## src/rtl/gshare_pht.sv

```systemverilog
// ============================================================================
// Module   : gshare_pht
// Brief    : Gshare pattern history table with speculative global history,
//            mispredict recovery and a power-on INIT sweep of all counters.
//            Optional same-cycle update bypass: define GSHARE_PHT_BYPASS_EN.
// Revision : 1.0 - initial release
// ============================================================================
`default_nettype none

module gshare_pht #(
    parameter int S_INDEX = 4,
    parameter int CTR_W   = 3,
    parameter int HIST_W  = 4
) (
    input  logic               clk,
    input  logic               rst_n,
    output logic               ready_o,
    input  logic               pred_valid_i,
    input  logic [S_INDEX-1:0] pred_pc_i,
    output logic               pred_taken_o,
    output logic [S_INDEX-1:0] pred_idx_o,
    output logic [HIST_W-1:0]  pred_hist_o,
    input  logic               upd_valid_i,
    input  logic [S_INDEX-1:0] upd_idx_i,
    input  logic               upd_taken_i,
    input  logic               upd_mispredict_i,
    input  logic [HIST_W-1:0]  upd_hist_i
);

    localparam int unsigned        DEPTH    = 2 ** S_INDEX;
    localparam logic [0:0]         ST_INIT  = 1'b0;
    localparam logic [0:0]         ST_READY = 1'b1;
    localparam logic [CTR_W-1:0]   CTR_WEAK = CTR_W'(1) << (CTR_W - 1);
    localparam logic [CTR_W-1:0]   CTR_MAX  = '1;
    localparam logic [CTR_W-1:0]   CTR_MIN  = '0;
    localparam logic [S_INDEX-1:0] PTR_LAST = '1;

    logic [0:0]         state_q, state_d;
    logic [S_INDEX-1:0] ptr_q, ptr_d;
    logic [HIST_W-1:0]  ghr_q, ghr_d;
    logic               sync_q;

    logic [CTR_W-1:0]   ctr_mem [DEPTH];

    logic [S_INDEX-1:0] ghr_ext;
    logic [S_INDEX-1:0] lookup_idx;
    logic [CTR_W-1:0]   rd_ctr;
    logic [CTR_W-1:0]   upd_old;
    logic [CTR_W-1:0]   upd_new;
    logic [CTR_W-1:0]   taken_ctr;
    logic               ready;
    logic               mem_we;
    logic [S_INDEX-1:0] mem_waddr;
    logic [CTR_W-1:0]   mem_wdata;
    logic [HIST_W-1:0]  spec_hist;
    logic [HIST_W-1:0]  rec_hist;

    // Release synchroniser: the sweep starts one edge after rst_n rises.
    always_ff @(posedge clk or negedge rst_n) begin
        if (!rst_n) begin
            sync_q <= 1'b0;
        end else begin
            sync_q <= 1'b1;
        end
    end

    always_ff @(posedge clk or negedge rst_n) begin
        if (!rst_n) begin
            state_q <= ST_INIT;
            ptr_q   <= '0;
            ghr_q   <= '0;
        end else begin
            state_q <= state_d;
            ptr_q   <= ptr_d;
            ghr_q   <= ghr_d;
        end
    end

    always_comb begin
        state_d = state_q;
        ptr_d   = ptr_q;
        case (state_q)
            ST_INIT: begin
                if (sync_q) begin
                    ptr_d = ptr_q + S_INDEX'(1);
                    if (ptr_q == PTR_LAST) begin
                        state_d = ST_READY;
                    end
                end
            end
            ST_READY: state_d = ST_READY;
            default:  state_d = ST_INIT;
        endcase
    end

    // The sweep and resolved updates share the single table write port.
    always_comb begin
        ready     = 1'b0;
        mem_we    = 1'b0;
        mem_waddr = upd_idx_i;
        mem_wdata = upd_new;
        case (state_q)
            ST_INIT: begin
                mem_we    = sync_q;
                mem_waddr = ptr_q;
                mem_wdata = CTR_WEAK;
            end
            ST_READY: begin
                ready  = 1'b1;
                mem_we = upd_valid_i;
            end
            default: ;
        endcase
    end

    always_ff @(posedge clk) begin
        if (mem_we) begin
            ctr_mem[mem_waddr] <= mem_wdata;
        end
    end

    always_comb begin
        ghr_ext               = '0;
        ghr_ext[HIST_W-1:0]   = ghr_q;
    end

    assign lookup_idx = pred_pc_i ^ ghr_ext;
    assign rd_ctr     = ctr_mem[lookup_idx];
    assign upd_old    = ctr_mem[upd_idx_i];

    always_comb begin
        if (upd_taken_i) begin
            upd_new = (upd_old == CTR_MAX) ? upd_old : upd_old + CTR_W'(1);
        end else begin
            upd_new = (upd_old == CTR_MIN) ? upd_old : upd_old - CTR_W'(1);
        end
    end

    always_comb begin
        taken_ctr = rd_ctr;
`ifdef GSHARE_PHT_BYPASS_EN
        if (ready && upd_valid_i && (upd_idx_i == lookup_idx)) begin
            taken_ctr = upd_new;
        end
`endif
    end

    assign ready_o      = ready;
    assign pred_taken_o = ready & taken_ctr[CTR_W-1];
    assign pred_idx_o   = lookup_idx;
    assign pred_hist_o  = ghr_q;

    generate
        if (HIST_W == 1) begin : g_hist_single
            assign spec_hist = pred_taken_o;
            assign rec_hist  = upd_taken_i;
        end else begin : g_hist_multi
            assign spec_hist = {ghr_q[HIST_W-2:0], pred_taken_o};
            assign rec_hist  = {upd_hist_i[HIST_W-2:0], upd_taken_i};
        end
    endgenerate

    // Mispredict recovery wins over a same-cycle speculative shift.
    always_comb begin
        ghr_d = ghr_q;
        if (ready) begin
            if (upd_valid_i && upd_mispredict_i) begin
                ghr_d = rec_hist;
            end else if (pred_valid_i) begin
                ghr_d = spec_hist;
            end
        end
    end

endmodule

`default_nettype wire

```

## config.mk

```make
export PLATFORM = sky130hd
export DESIGN_NAME = gshare_pht
export DESIGN_NICKNAME = d
export VERILOG_FILES = /design/src/rtl/gshare_pht.sv
export SDC_FILE = /design/constraint.sdc
export NUM_CORES = 1
export LEC_CHECK = 0
export CAP_MARGIN = 20
export CORE_ASPECT_RATIO = 2
export CORE_UTILIZATION = 45
export DETAILED_ROUTE_END_ITERATION = 8
export PLACE_DENSITY = 0.65
export SYNTH_ARGS = -nofsm -noshare
export SYNTH_HDL_FRONTEND = slang
export SYNTH_SLANG_ARGS = --single-unit
```

## constraint.sdc

```tcl
create_clock -name clk -period 5.9 [get_ports clk]
set_input_delay 1.18 -clock clk [delete_from_list [all_inputs] [get_ports clk]]
set_output_delay 1.18 -clock clk [all_outputs]
set_load 0.1 [all_outputs]
```

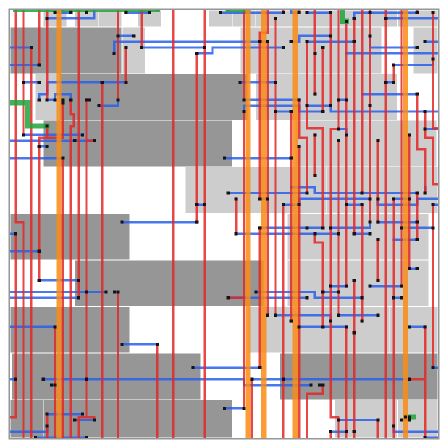
Fig. 1. Layout detail.
Window x 16 to 41, y 44 to 69 um. Cells in grey, sequential cells in the stronger grey; small squares are vias.
[orange] metal 4
[red] metal 2
[green] metal 3
[blue] metal 1
cells with their middle in the window: 20
most frequent: edfxtp_1 (9), mux4_2 (8), nor2_1 (2)
sequential cells in the window: 9
netlist names of flops here include: ctr_mem (9)

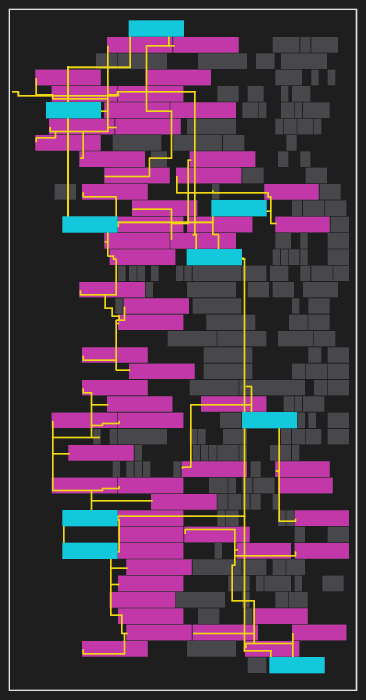
Fig. 2. Clock wires, drivers and flops.
Scale: 6 px per um.
[magenta] flip-flops | count: 58
[yellow] clock wires | length: 688 um
[cyan] clock drivers | count: 9
routed clock nets: 10

==> ci_impl_report.md <==
### Metrics collected by this job

| Metric | Value |
|---|---|
| Outcome | complete, but fails checks |
| Failing checks | design-rule violations |
| Final Worst Setup Slack | approximately 1.4 ns |
| Postcts setup bufs | 0 |
| Setup CP Type | primary input to primary output |
| Levels on crit path | 3 |
| Adder Area Share | 0.0225 |
| Max Slew Vio Count | 0 |
| Worst Path Required | between 4 and 5 ns |
| Largest net degree at the start of global routing | 22 |
| CTS H-tree depth | 3 |
| Number of nets in the layout | between 200 and 250 |
| Synthesis area per yosys | about 2800 um^2 |
| CTS tree | yes |
| Critical R2R Capture | ctr_mem[1][2] |
| Post-Synth XOR/XNOR Area | 0.0279 |
| Clk slew on worst S/H paths | 0.05 ns |
| Routed via count | 1681 |
| Hold_sp | ptr_q[3] |
| Post-cts resize count | 0 |
| Crit path cell chain | clkdlybuf4s50_1 > xor2_2 > clkdlybuf4s50_1 |
| Mean area per synthesized cell | about 15 um^2 |
| Tcrit/Tclk final | 0.754 |
| Flops after synth | about 58 |
| Mapped Cells | about 180 |
| Residual DRC | 6 |
| Post-synth top area cell | edfxtp_1 |
| Multi-input gate area | between 1000 and 1500 um^2 |
| Multiplexer share | 0.176 |
| # IOs | 28 |
| R2R Path Start | ctr_mem[3][0] |
| Die area | ~6500 um^2 |
| Worst Path Arrival | ~3.3 ns |
| GRT Resource Usage Total | 0.211 |
| Die H | approximately 110 um |
| Top-area cell share | 0.518 |
| Clk sink count | approximately 58 |
| Worst path slowest cell | clkdlybuf4s50_1 |
| Simple-Gate Area Share | 0.0773 |
| Setup TNS | 0 ns |
| Comb area leader | multiplexers |
| I/O Buffers | 26 |
| First-pass GRT wire length | about 9400 um |
| Critical Path Source Type | primary input |
| Max VDD drop | approximately 250 uV |
| Gpl congestion | between 0.8 and 0.9 |
| Reported max-cap violation count | 0 |
| Register area share after synthesis | 0.607 |
| # Cells Yosys | ~180 |
| Share of post-route cells with drive strength above 1 | 0.178 |
| Worst-case reg-to-reg path depth | 8 |
| Number of diodes | 0 |
| Critical path's largest stage delay | approximately 1.2 ns |
| Synth warn | 0 |
| Synth cell types | 36 |
| Hold crit path type | flop to flop |
| Number of CTS-inserted buffers | 9 |
| Fin crit period | 4.45 ns |
| Wire per inst | approximately 21 um |
| Vias in the first global route | approximately 1.9k |
| Top Metal Used | met4 |
| Compound Share, Synth | 0.0539 |
| Cell Area, Synth | 2790 um^2 |
| Crit path top cell by count | clkdlybuf4s50_1 |
| CP Max Fanout | 5 |
| Hold-fix buffers, CTS | 0 |
| Internal power | roughly 1.1 mW |
| CTS root buffer | clkbuf_16 |
| WL met1 | about 1900 um |
| CP bufs+invs | 2 |
| Sw Share | 0.399 |
| Main area contributors | edfxtp_1, mux4_2, dfrtp_1, nor2_1, ha_1 |
| Final Hold Fails | 0 |
| Crit path max-delay family | buffers and inverters |
| Unrepaired setup endpoints after global routing | no |
| Avg Vias per Cell | ~6 |
| CORE AREA | 6010 um^2 |
| Gate power share | 0.381 |
| Hpwl dp | around 4700 um |
| Slew at the pin closest to its max-slew limit | 0.996 ns |
| DRT Wirelength | about 6000 um |
| Reg power frac | 0.349 |
| Top logic cells by instance count in the layout | edfxtp_1, nor2_1, clkdlybuf4s50_1, mux4_2, nand2_1 |
| Fmax | around 220 MHz |
| Tool warnings | 30 |
| Pwr Density | ~530 nW/um^2 |
| FP Core Util | 0.464 |
| Worst setup EP type | primary output |
| Setup-failing EPs final | 0 |
| FP Rows | roughly 40 |
| Remaining antenna violation count | 0 |
| Later-pin clock latency in the skew report | 0.32 ns |
| Setup WS pre-CTS | roughly 1.3 ns |
| Die X | about 58 um |
| P_sw | about 700 uW |
| Initial antenna violation count | 0 |
| Pre-antenna DRT Iters | 7 |
| FF/Latch Area | 1690 um^2 |
| Flop2flop setup slack | between 3 and 4 ns |
| Met3 Wirelength | slightly above 300 um |
| Critical Path Sink | pred_idx_o[0] |
| Clk buf depth | 2 |
| Static Leak | 1.18 nW |
| Skew final | between 0.005 and 0.006 ns |
| P&R area growth vs syn | 20.4% |
| Top cell excl fill/tap | edfxtp_1 |
| Clock network power share | 0.270 |
| Routed length on met2 | 3450 um |
| Crit path launch | pred_pc_i[0] |
| Fillers | roughly 470 |
| Nets at Floorplan | 206 |
| Drt initial violations | between 80 and 90 |
| Grt total ovfl | 0 |
| Slew HR | 0.332 |
## stage by stage
stage          utilization  cells  power [mW]  instance area [um^2]  hold slack, ns
3_5_place_dp         0.513    268        1.29                  3080           0.510
5_1_grt              0.558    282        1.83                  3350           0.557
4_1_cts              0.558    282        1.78                  3350           0.518
2_1_floorplan            -    183        1.12                  2790           0.467
3_3_place_gp         0.513    268        1.27                  3080           0.500
6_report             0.558    282        1.76                  3350           0.516
## power groups by stage
stage / Sequential, mW / Combinational [mW] / Clock, mW
2_1_floorplan: 0.705 / 0.416 / 0
3_3_place_gp: 0.618 / 0.657 / 0
3_5_place_dp: 0.624 / 0.670 / 0
4_1_cts: 0.617 / 0.672 / 0.488
5_1_grt: 0.624 / 0.713 / 0.498
6_report: 0.616 / 0.673 / 0.476
## cell families (layout without fill, tap and decap cells)
kind of cell	Yosys count	after routing
DFF	58	58
buffers and inverters	14	50
xor gates and xnor gates	8	8
muxes	26	26
other	1	1
adders and majority gates	5	5
AOI/OAI and AO/OA	21	21
and+or+nand+nor	50	50
## worst min path at each step
stage | end | slack [ns] | cells after the start
2_1_floorplan | ptr_q[3] | 0.47 | 1
3_3_place_gp | ptr_q[3] | 0.50 | 1
3_5_place_dp | ptr_q[3] | 0.51 | 1
4_1_cts | ptr_q[3] | 0.52 | 1
5_1_grt | ptr_q[3] | 0.56 | 1
6_report | ptr_q[3] | 0.52 | 1
## cell usage after synthesis (all sizes together)
cell type,count
mux2,3
o32a,1
ha,5
and2b,1
conb,1
and2,1
a32o,1
a21o,1
nor3,2
xor2,5
o21a,1
xnor2,3
nor2b,1
nand4,2
a21oi,5
nand2,12
nor2,26
and3,1
o22ai,3
a32oi,1
o2bb2ai,1
dfrtp,10
mux4,18
o21ai,4
inv,8
buf,3
nand3,3
clkbuf,3
a31oi,3
nor3b,1
edfxtp,48
mux2i,5
## metal layers
layer  GRT usage  vias to the layer above
met5           0                        -
met2       0.390                       71
met3      0.0617                       22
met4       0.171                        0
met1       0.172                      826
li1            -                      762
## final cells by class
type / instances / area share
repair buffers: 28 / 0.0813
inverters: 8 / 0.00896
clock inverters: 4 / 0.0134
well taps: 63 / 0.0235
clock buffers: 10 / 0.0683
flip-flops and latches: 58 / 0.504
multi-input cells: 111 / 0.300
## state kept, by name (all words and copies together), names as in the netlist
signal	count
state_q	1
ctr_mem	48
ptr_q	4
sync_q	1
pred_hist_o	4
No activity file was given, so power comes from the tool's default toggle rates.
